--- config.mk ---
export PLATFORM = sky130hd
export DESIGN_NAME = sync_updown_counter_param
export DESIGN_NICKNAME = d
export VERILOG_FILES = /design/src/rtl/sync_updown_counter_param.sv
export SDC_FILE = /design/constraint.sdc
export NUM_CORES = 1
export LEC_CHECK = 0
export CORE_AREA = 2 2 39 41
export DETAILED_ROUTE_END_ITERATION = 7
export DIE_AREA = 0 0 41 43
export GPL_TIMING_DRIVEN = 0
export PLACE_DENSITY = 0.69
export RECOVER_POWER = 100
export SLEW_MARGIN = 0
export SYNTH_ARGS = -nofsm -noshare
export SYNTH_HDL_FRONTEND = slang
export SYNTH_SLANG_ARGS = --single-unit
--- constraint.sdc ---
create_clock -name clk -period 4.23 [get_ports clk]
set_input_delay 0.846 -clock clk [delete_from_list [all_inputs] [get_ports clk]]
set_output_delay 0.846 -clock clk [all_outputs]
set_load 0.03 [all_outputs]
--- src/rtl/sync_updown_counter_param.sv ---
// Parametrised synchronous up/down counter with programmable modulus, clear, clamped load,
// combinational terminal count and registered wrap pulse. Define SYNC_COUNTER_SAT_EN for saturating mode.
module sync_updown_counter_param #(
  parameter int WIDTH     = 4,
  parameter int MODULO    = 16,
  parameter int RESET_VAL = 0
) (
  input  logic             clk,
  input  logic             rst_n,
  input  logic             en,
  input  logic             up_dn,
  input  logic             clr,
  input  logic             load,
  input  logic [WIDTH-1:0] load_val,
  output logic [WIDTH-1:0] qout,
  output logic             tc,
  output logic             wrap
);

  localparam int             EW      = WIDTH + 1;
  localparam logic [EW-1:0]  MOD_E   = EW'(MODULO);
  localparam logic [EW-1:0]  MAX_E   = EW'(MODULO - 1);
  localparam logic [WIDTH-1:0] MAX_Q   = WIDTH'(MODULO - 1);
  localparam logic [WIDTH-1:0] RESET_Q = WIDTH'(RESET_VAL);

  // Extra bit keeps MODULO == 2**WIDTH representable in the comparisons.
  function automatic logic [WIDTH-1:0] clamp_load(input logic [WIDTH-1:0] v);
    logic [EW-1:0] v_e;
    v_e = {1'b0, v};
    if (v_e >= MOD_E) return MAX_Q;
    return v;
  endfunction

  function automatic logic [WIDTH-1:0] step_up(input logic [WIDTH-1:0] q);
    logic [EW-1:0] s_e;
    s_e = {1'b0, q} + EW'(1);
    return s_e[WIDTH-1:0];
  endfunction

  function automatic logic [WIDTH-1:0] step_down(input logic [WIDTH-1:0] q);
    logic [EW-1:0] s_e;
    s_e = {1'b0, q} - EW'(1);
    return s_e[WIDTH-1:0];
  endfunction

  logic             at_top;
  logic             at_bot;
  logic [WIDTH-1:0] q_nxt;
  logic             wrap_nxt;

  assign at_top = ({1'b0, qout} == MAX_E);
  assign at_bot = (qout == '0);
  assign tc     = en & ~clr & ~load & (up_dn ? at_top : at_bot);

  always_comb begin
    q_nxt    = qout;
    wrap_nxt = 1'b0;
    if (clr) begin
      q_nxt = '0;
    end else if (load) begin
      q_nxt = clamp_load(load_val);
    end else if (en) begin
      if (up_dn) begin
        if (at_top) begin
`ifdef SYNC_COUNTER_SAT_EN
          q_nxt = qout;
`else
          q_nxt    = '0;
          wrap_nxt = 1'b1;
`endif
        end else begin
          q_nxt = step_up(qout);
        end
      end else begin
        if (at_bot) begin
`ifdef SYNC_COUNTER_SAT_EN
          q_nxt = qout;
`else
          q_nxt    = MAX_Q;
          wrap_nxt = 1'b1;
`endif
        end else begin
          q_nxt = step_down(qout);
        end
      end
    end
  end

  // Count register stage
  always_ff @(posedge clk or negedge rst_n) begin
    if (!rst_n) begin
      qout <= RESET_Q;
      wrap <= 1'b0;
    end else begin
      qout <= q_nxt;
      wrap <= wrap_nxt;
    end
  end

endmodule

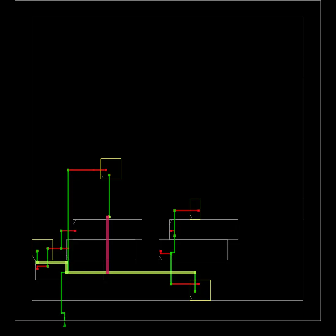
(images/clock_nets.png)
clock skew: 0.00544 ns
Sink Count: 5
number of CTS-inserted buffers: 3

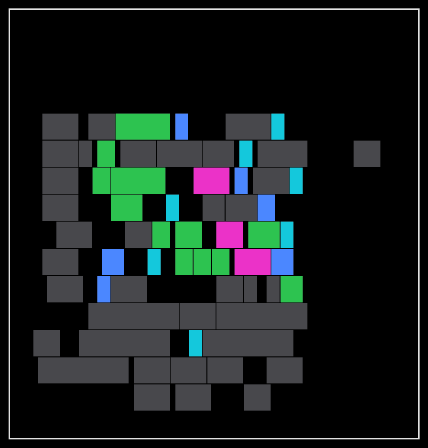
(images/gates.png)
Key: inv cells = cyan [cells 7, most used inv_1, where center]; non-inverting ao/oa cells = magenta [cells 3]; aoi and oai cells = green [cells 12, most used a21oi_1]; nor cells = blue [cells 6, most used nor2_1, where center]

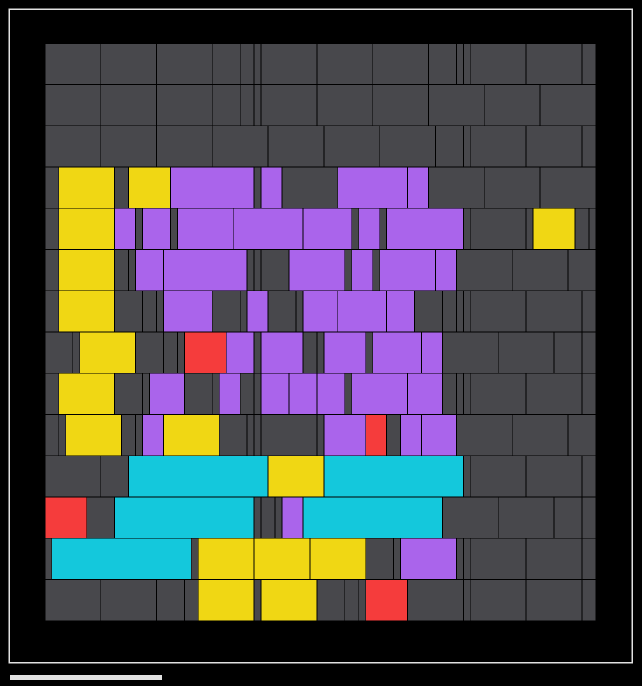
(images/class_map.png)
Scale bar: 10 µm. Fill, decap, tap and diode cells in gray.
Key: registers = cyan [cells 5]; remaining logic cells = purple [cells 40]; remaining buffers and delay cells = yellow [cells 16]; clock drivers and dummy loads = red [cells 4]

==> flow_metrics.env <==
# yosys + openroad results
export IMPL_status="finished clean"
export IMPL_pre_cts_ws_ns=0.817
export IMPL_ys_sh_aoi_pct=29.2
export IMPL_ys_ff=5
export IMPL_critPathArrivalTime_ns=2.65
export IMPL_fin_tns_setup_ns=0
export IMPL_cts_hold_repair_buffers=0
export IMPL_n_antenna_cell=0
export IMPL_fin_nets=78
export IMPL_grt_pass1_wl_um=1770
export IMPL_ys_area_um2=428
export IMPL_hold_path_class="register to register"
export IMPL_vdd_drop_max_uv=247
export IMPL_dp_cells=77
export IMPL_hold_violations=0
export IMPL_fp_dieH_um=43
export IMPL_cts_resized=0
export IMPL_gp_congestion=0.714
export IMPL_synth_warnings=0
export IMPL_period_minus_slack_ns=3.49
export IMPL_port_buffer_count=14
export IMPL_critPathMaxFanout=5
export IMPL_routed_wl_um=965
export IMPL_ys_sh_xor_pct=4.09
export IMPL_cp_required_ns=3.38
export IMPL_slew_headroom_pct=70.7
export IMPL_path_common_cell="dlygate4sd3_1"
export IMPL_clk_pin_slew_ns=0.04
export IMPL_fp_nets=59
export IMPL_cts_tree="yes"
export IMPL_num_rows=14
export IMPL_openroad_warnings=27
export IMPL_dp_hpwl_um=706
export IMPL_cts_setup_buffers=0
export IMPL_synthCells=47
export IMPL_avgSynthCellArea_um2=9.10
export IMPL_cp_slowest_cell="dlygate4sd3_1"
export IMPL_power_density_mw_per_mm2=271
export IMPL_cts_htree_levels=1
export IMPL_cp_start_kind="input pin"
export IMPL_vias=422
export IMPL_synth_edff_count=0
export IMPL_clockRootBuffer="clkbuf_4"
export IMPL_tightest_slew_ns=0.428
export IMPL_vias_per_cell=5.21
export IMPL_die_w_um=41
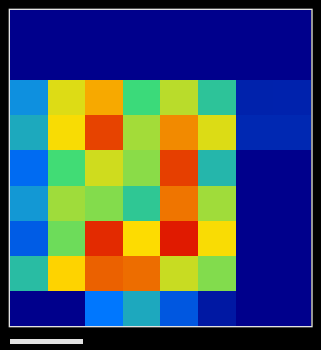
(images/util_map.png)
Scale bar: 10 µm. The die is cut into 8 by 9 equal tiles; dark blue is low, red is high, 0 to 100% covered.
The densest ninth of the die: center. The emptiest ninth of the die: upper right. 14% of the tiles are over 75% full. 39% of the tiles are nearly empty. The mean over all tiles is 33%.
core area: 0.00138 mm²
final core occ: 43.9%

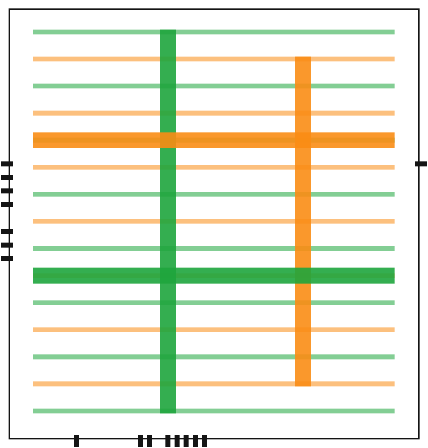
(images/floorplan.png)
Pins as bars on the die edge.
Key: VSS = green; VDD = orange
16 signal pins sit on the boundary. The core has 14 rows. 15 met1 rails follow the rows. 2 straps on met5.

==> layout make-up <==
| cell class | instances | area, µm² |
|---|---|---|
| fill | 142 | 776 |
| multi-input combinational | 33 | 255 |
| timing repair buffer | 14 | 140 |
| sequential | 5 | 125 |
| clock buffer | 4 | 26.3 |
| inverter | 7 | 26.3 |
| tap | 16 | 20.0 |
| buffer | 2 | 15.0 |
==> registers in the layout, indices dropped and copies added, names as in the netlist <==
register and cells:
qout 4, wrap 1
==> layout by cell type (no fill, tap or decap), drive strengths merged, types with 2 or more instances in the layout <==
cell	instances
nand2	2
nor2	3
a21oi	5
ha	2
a2111oi	3
mux2i	2
dfrtp	5
inv	7
clkdlybuf4s50	6
xnor2	2
clkbuf	5
dlygate4sd3	8
==> per-layer routing <==
layer / track usage, % / wire length (µm)
met4: 8.00 / 7
met3: 6.28 / 59
met2: 21.3 / 464
met5: 0 / 0
met1: 19.7 / 432
==> synthesized netlist by cell type, types with 2 or more instances <==
library cell	number	area share, %
ha_1	2	5.8
xnor2_1	2	4.1
a21oi_1	5	5.8
nand2_1	2	1.8
inv_1	7	6.1
nor2_1	3	2.6
dfrtp_1	5	29
a2111oi_2	2	7.0
mux2i_1	2	4.7
==> worst paths after layout <==
path / from / endpoint / slack (ns) / cells past startpoint
hold reg to reg: qout[3] / qout[3] / 0.75 / 2
max in group asynchronous: rst_n / qout[0] / 3.14 / 1
min in group asynchronous: rst_n / qout[2] / 0.89 / 1
setup reg to reg: qout[0] / wrap / 2.39 / 4
hold / removal: qout[3] / qout[3] / 0.75 / 2
setup / recovery: en / tc / 0.74 / 4
==> power by group <==
part	internal [W]	switching (W)	total, W
Combinational	0.0000259	0.0000252	0.0000511
Sequential	0.0000513	0.00000732	0.0000586
Clock	0.0000357	0.0000197	0.0000554
Total	0.000113	0.0000523	0.000165
Power and IR drop assume default switching activity.
